`config.mk`:
```
export PLATFORM = sky130hd
export DESIGN_NAME = sm_c2_conv_pipe_flat
export DESIGN_NICKNAME = d
export VERILOG_FILES = /design/src/rtl/sm_c2_conv_if.sv /design/src/rtl/sm_c2_conv_pipe.sv /design/src/flat_wrapper.sv
export SDC_FILE = /design/constraint.sdc
export NUM_CORES = 1
export LEC_CHECK = 0
export CAP_MARGIN = 20
export CELL_PAD_IN_SITES_DETAIL_PLACEMENT = 0
export CELL_PAD_IN_SITES_GLOBAL_PLACEMENT = 1
export CORE_ASPECT_RATIO = 1.4
export CORE_MARGIN = 4
export CORE_UTILIZATION = 35
export DETAILED_ROUTE_END_ITERATION = 8
export PLACE_DENSITY = 0.74
export SLEW_MARGIN = 20
export SYNTH_ARGS = -nofsm -noshare
export SYNTH_HDL_FRONTEND = slang
export SYNTH_SLANG_ARGS = --single-unit
```
`constraint.sdc`:
```
create_clock -name clk -period 1.9 [get_ports clk]
set_clock_uncertainty 0.15 [all_clocks]
set_input_delay 0.285 -clock clk [delete_from_list [all_inputs] [get_ports clk]]
set_output_delay 0.285 -clock clk [all_outputs]
set_load 0.03 [all_outputs]
```
`src/rtl/sm_c2_conv_if.sv`:
```
// Bus bundle for the sign-magnitude / two's-complement converter.
// The slave modport is the converter's view; the master modport is the producer/consumer view.
interface sm_c2_conv_if #(
  parameter int unsigned WIDTH    = 8,
  parameter int unsigned CHANNELS = 2,
  parameter int unsigned CNT_W    = 16
);
  logic                      in_valid;
  logic                      in_ready;
  logic                      mode;
  logic [CHANNELS*WIDTH-1:0] in_data;
  logic                      out_valid;
  logic                      out_ready;
  logic [CHANNELS*WIDTH-1:0] out_data;
  logic [CHANNELS-1:0]       out_negzero;
  logic [CHANNELS-1:0]       out_ovf;
  logic                      clr_cnt;
  logic [CNT_W-1:0]          ovf_cnt;

  modport slave (
    input  in_valid, mode, in_data, out_ready, clr_cnt,
    output in_ready, out_valid, out_data, out_negzero, out_ovf, ovf_cnt
  );

  modport master (
    output in_valid, mode, in_data, out_ready, clr_cnt,
    input  in_ready, out_valid, out_data, out_negzero, out_ovf, ovf_cnt
  );
endinterface

```
`src/rtl/sm_c2_conv_pipe.sv`:
```
// Two-stage pipelined SM <-> C2 converter for CHANNELS lanes with valid/ready on both sides,
// per-lane negative-zero / overflow flags and a saturating overflow event counter.
module sm_c2_conv_pipe #(
  parameter int unsigned WIDTH    = 8,
  parameter int unsigned CHANNELS = 2,
  parameter int unsigned CNT_W    = 16
) (
  input  logic            clk,
  input  logic            rst,
  sm_c2_conv_if.slave     bus
);

  localparam int unsigned DW     = WIDTH * CHANNELS;
  localparam int unsigned PCNT_W = $clog2(CHANNELS + 1);
  localparam logic [WIDTH-1:0] MOST_NEG = {1'b1, {(WIDTH-1){1'b0}}};
  localparam logic [CNT_W-1:0] CNT_MAX  = '1;

  logic                r_s1_valid;
  logic [DW-1:0]       r_s1_data;
  logic                r_s1_mode;
  logic                r_out_valid;
  logic [DW-1:0]       r_out_data;
  logic [CHANNELS-1:0] r_out_negzero;
  logic [CHANNELS-1:0] r_out_ovf;
  logic [CNT_W-1:0]    r_ovf_cnt;

  logic                w_s2_take;
  logic                w_in_fire;
  logic                w_out_fire;
  logic [DW-1:0]       w_data;
  logic [CHANNELS-1:0] w_negzero;
  logic [CHANNELS-1:0] w_ovf;
  logic [PCNT_W-1:0]   w_pop;
  logic [CNT_W:0]      w_cnt_sum;

  assign w_s2_take  = r_s1_valid && (!r_out_valid || bus.out_ready);
  assign bus.in_ready = !r_s1_valid || w_s2_take;
  assign w_in_fire  = bus.in_valid && bus.in_ready;
  assign w_out_fire = r_out_valid && bus.out_ready;

  assign bus.out_valid   = r_out_valid;
  assign bus.out_data    = r_out_data;
  assign bus.out_negzero = r_out_negzero;
  assign bus.out_ovf     = r_out_ovf;
  assign bus.ovf_cnt     = r_ovf_cnt;

  // Per-lane conversion; the pattern 100..0 is both SM negative zero and the C2 most-negative value.
  for (genvar k = 0; k < CHANNELS; k++) begin : g_lane
    logic [WIDTH-1:0] w_x;
    logic [WIDTH-1:0] w_neg_m;
    logic [WIDTH-1:0] w_neg_x;
    logic [WIDTH-1:0] w_c2_res;
    logic [WIDTH-1:0] w_sm_res;

    assign w_x      = r_s1_data[k*WIDTH +: WIDTH];
    assign w_neg_m  = WIDTH'(0) - {1'b0, w_x[WIDTH-2:0]};
    assign w_neg_x  = WIDTH'(0) - w_x;
    assign w_c2_res = w_x[WIDTH-1] ? w_neg_m : w_x;
    assign w_sm_res = !w_x[WIDTH-1]     ? w_x :
                      (w_x == MOST_NEG) ? {WIDTH{1'b1}} :
                                          {1'b1, w_neg_x[WIDTH-2:0]};

    assign w_data[k*WIDTH +: WIDTH] = r_s1_mode ? w_sm_res : w_c2_res;
    assign w_negzero[k] = !r_s1_mode && (w_x == MOST_NEG);
    assign w_ovf[k]     =  r_s1_mode && (w_x == MOST_NEG);
  end

  // Number of overflowed lanes in the beat currently presented downstream.
  always_comb begin
    w_pop = '0;
    for (int k = 0; k < CHANNELS; k++) begin
      w_pop = w_pop + PCNT_W'(r_out_ovf[k]);
    end
  end

  assign w_cnt_sum = {1'b0, r_ovf_cnt} + (CNT_W+1)'(w_pop);

  always_ff @(posedge clk or posedge rst) begin
    if (rst) begin
      r_s1_valid    <= 1'b0;
      r_s1_data     <= '0;
      r_s1_mode     <= 1'b0;
      r_out_valid   <= 1'b0;
      r_out_data    <= '0;
      r_out_negzero <= '0;
      r_out_ovf     <= '0;
      r_ovf_cnt     <= '0;
    end else begin
      if (w_in_fire) begin
        r_s1_valid <= 1'b1;
        r_s1_data  <= bus.in_data;
        r_s1_mode  <= bus.mode;
      end else if (w_s2_take) begin
        r_s1_valid <= 1'b0;
      end

      // Output register only loads on a stage-2 take, so it stays frozen under backpressure.
      if (w_s2_take) begin
        r_out_valid   <= 1'b1;
        r_out_data    <= w_data;
        r_out_negzero <= w_negzero;
        r_out_ovf     <= w_ovf;
      end else if (w_out_fire) begin
        r_out_valid <= 1'b0;
      end

      if (bus.clr_cnt) begin
        r_ovf_cnt <= '0;
      end else if (w_out_fire) begin
        r_ovf_cnt <= w_cnt_sum[CNT_W] ? CNT_MAX : w_cnt_sum[CNT_W-1:0];
      end
    end
  end

endmodule

```
`src/flat_wrapper.sv`:
```
// flat-port wrapper written by rule: the top's interface ports become plain ports
module sm_c2_conv_pipe_flat 
#(
  parameter int unsigned WIDTH    = 8,
  parameter int unsigned CHANNELS = 2,
  parameter int unsigned CNT_W    = 16
)
  (clk, rst, bus_in_valid, bus_mode, bus_in_data, bus_out_ready, bus_clr_cnt, bus_in_ready, bus_out_valid, bus_out_data, bus_out_negzero, bus_out_ovf, bus_ovf_cnt);
  sm_c2_conv_if #(.WIDTH(WIDTH), .CHANNELS(CHANNELS), .CNT_W(CNT_W)) bus_i ();
  input  logic clk;
  input  logic rst;
  input wire logic [$bits(bus_i.in_valid)-1:0] bus_in_valid;
  input wire logic [$bits(bus_i.mode)-1:0] bus_mode;
  input wire logic [$bits(bus_i.in_data)-1:0] bus_in_data;
  input wire logic [$bits(bus_i.out_ready)-1:0] bus_out_ready;
  input wire logic [$bits(bus_i.clr_cnt)-1:0] bus_clr_cnt;
  output wire logic [$bits(bus_i.in_ready)-1:0] bus_in_ready;
  output wire logic [$bits(bus_i.out_valid)-1:0] bus_out_valid;
  output wire logic [$bits(bus_i.out_data)-1:0] bus_out_data;
  output wire logic [$bits(bus_i.out_negzero)-1:0] bus_out_negzero;
  output wire logic [$bits(bus_i.out_ovf)-1:0] bus_out_ovf;
  output wire logic [$bits(bus_i.ovf_cnt)-1:0] bus_ovf_cnt;
  assign bus_i.in_valid = bus_in_valid;
  assign bus_i.mode = bus_mode;
  assign bus_i.in_data = bus_in_data;
  assign bus_i.out_ready = bus_out_ready;
  assign bus_i.clr_cnt = bus_clr_cnt;
  assign bus_in_ready = bus_i.in_ready;
  assign bus_out_valid = bus_i.out_valid;
  assign bus_out_data = bus_i.out_data;
  assign bus_out_negzero = bus_i.out_negzero;
  assign bus_out_ovf = bus_i.out_ovf;
  assign bus_ovf_cnt = bus_i.ovf_cnt;
  sm_c2_conv_pipe #(.WIDTH(WIDTH), .CHANNELS(CHANNELS), .CNT_W(CNT_W)) u_core (.clk(clk), .rst(rst), .bus(bus_i));
endmodule
```
Placement density heat map:
The die is cut into 8 by 11 equal tiles; white is low, dark blue is high, 0 to 100% covered.
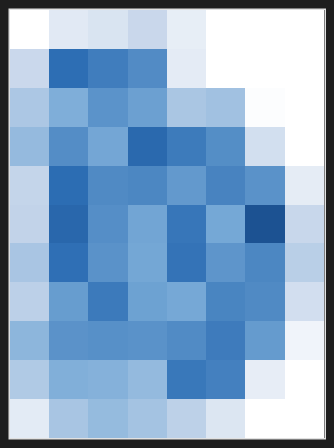
densest ninth of the die: center
nearly empty tiles: 15%
emptiest ninth of the die: north-east

Cells colored by class:
The bar under the picture is 20 microns long. Fill, decap, tap and diode cells in gray.
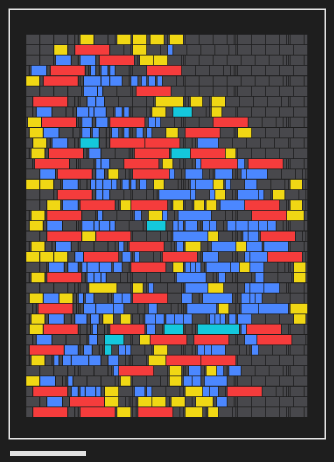
legend:
  combinational and other logic:
    color: blue
    cells: 195
    share_of_their_area: 39%
  flops:
    color: red
    cells: 55
    share_of_their_area: 36%
  clock drivers and dummy loads:
    color: cyan
    cells: 8
    share_of_their_area: 3.1%
  other buffers and delay cells:
    color: yellow
    cells: 85
    share_of_their_area: 22%

Congestion heat map:
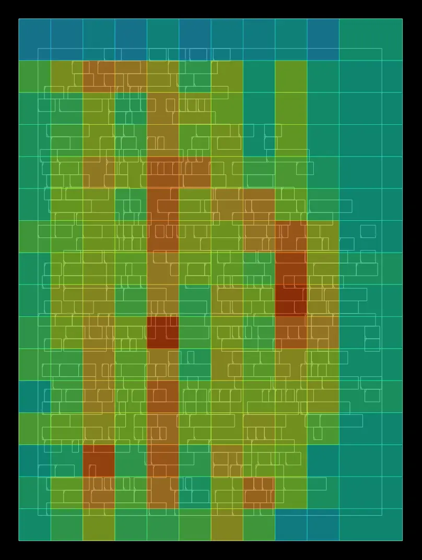
GRT met2 Usage: 0.260
GR Util met3: 0.0345

==> Implementation_results.wiki <==
=== Synthesis and place and route ===
{| class="wikitable"
! Metric !! Value
|-
| Outcome || complete, but fails checks
|-
| Violated checks || setup timing
|-
| Worst ir drop on vdd || 0.000458 V
|-
| Top cells excl fill/tap || sky130_fd_sc_hd__dfrtp_1, sky130_fd_sc_hd__clkdlybuf4s50_1, sky130_fd_sc_hd__nor2_1, sky130_fd_sc_hd__buf_4, sky130_fd_sc_hd__nand2_1
|-
| Count of unique library cells instantiated by Yosys || 45
|-
| Yosys aoi share || 0.140
|-
| Synthesized instance count || 257
|-
| Capturing instance or port of the critical path || u_core.bus.ovf_cnt[13]
|-
| Leading cell types by count after synthesis || sky130_fd_sc_hd__dfrtp_1, sky130_fd_sc_hd__nor2_1, sky130_fd_sc_hd__nand2_1
|-
| Post-synthesis to final-layout area growth || 43.6%
|-
| Startpoint-to-endpoint class of the critical path || register to register
|-
| Tally of OpenROAD warnings || 29
|-
| Placed Area || roughly 3600 sq um
|-
| Clock transition time at the flip-flop clock pins of the worst setup and hold paths || 0.10 ns
|-
| Final Instance Area || roughly 3900 sq um
|-
| Worst setup slack after layout || -0.0525 ns
|-
| Last weighted congestion value of the routability-driven placer || 0.768
|-
| Sequential cell fraction of total power || 0.456
|-
| Clock tree sinks || approximately 55
|-
| Post-synth EDFFs || 0
|-
| Post-DRT Antenna Nets || 0
|-
| CP cell instances || inv_2, fa_2, nand4b_4, nor4_4, buf_4, xnor2_2, a21oi_2
|-
| Total routed wire length on the met1 layer || approximately 2600 microns
|-
| Number of clock-tree buffers in the layout || 6
|-
| I/O pin total || 60
|-
| Cell taking the most area after synthesis || sky130_fd_sc_hd__dfrtp_1
|-
| Launch point of the worst reg-to-reg path || u_core.bus.ovf_cnt[0]
|-
| Clock network area share || 0.0300
|-
| Top non-seq family || simple AND/OR/NAND/NOR gates
|-
| Clock group share of total power || 0.248
|-
| Total routing usage reported by global routing || 0.151
|-
| Final tally of setup violations || 7
|-
| Fp util || 0.366
|-
| Fmax achieved || 512 MHz
|-
| Synthesized area per cell || roughly 11 sq um
|-
| Largest power group || sequential cells
|-
| Fraction of power spent switching nets || 0.319
|-
| Share of final-layout standard cells stronger than drive strength 1 || 0.271
|-
| Arr. time, crit path || 2.00 ns
|-
| Busiest grt layer || met2
|-
| Mapped Nets || 283
|-
| Antenna cells || 0
|-
| YS chip area || between 2000 and 3000 sq um
|-
| Maximum Capacitance Violations || 0
|-
| Fraction of registers with async set/reset || 1.00
|-
| Sw power || 1.03 mW
|-
| Power attributed to the clock group || 0.804 mW
|-
| Total wire length after detailed routing || roughly 6300 microns
|-
| R2R setup slack || -0.05 ns
|-
| Worst Setup Slack post-DPL || -0.118 ns
|}
No activity file was given, so power comes from the tool's default toggle rates.
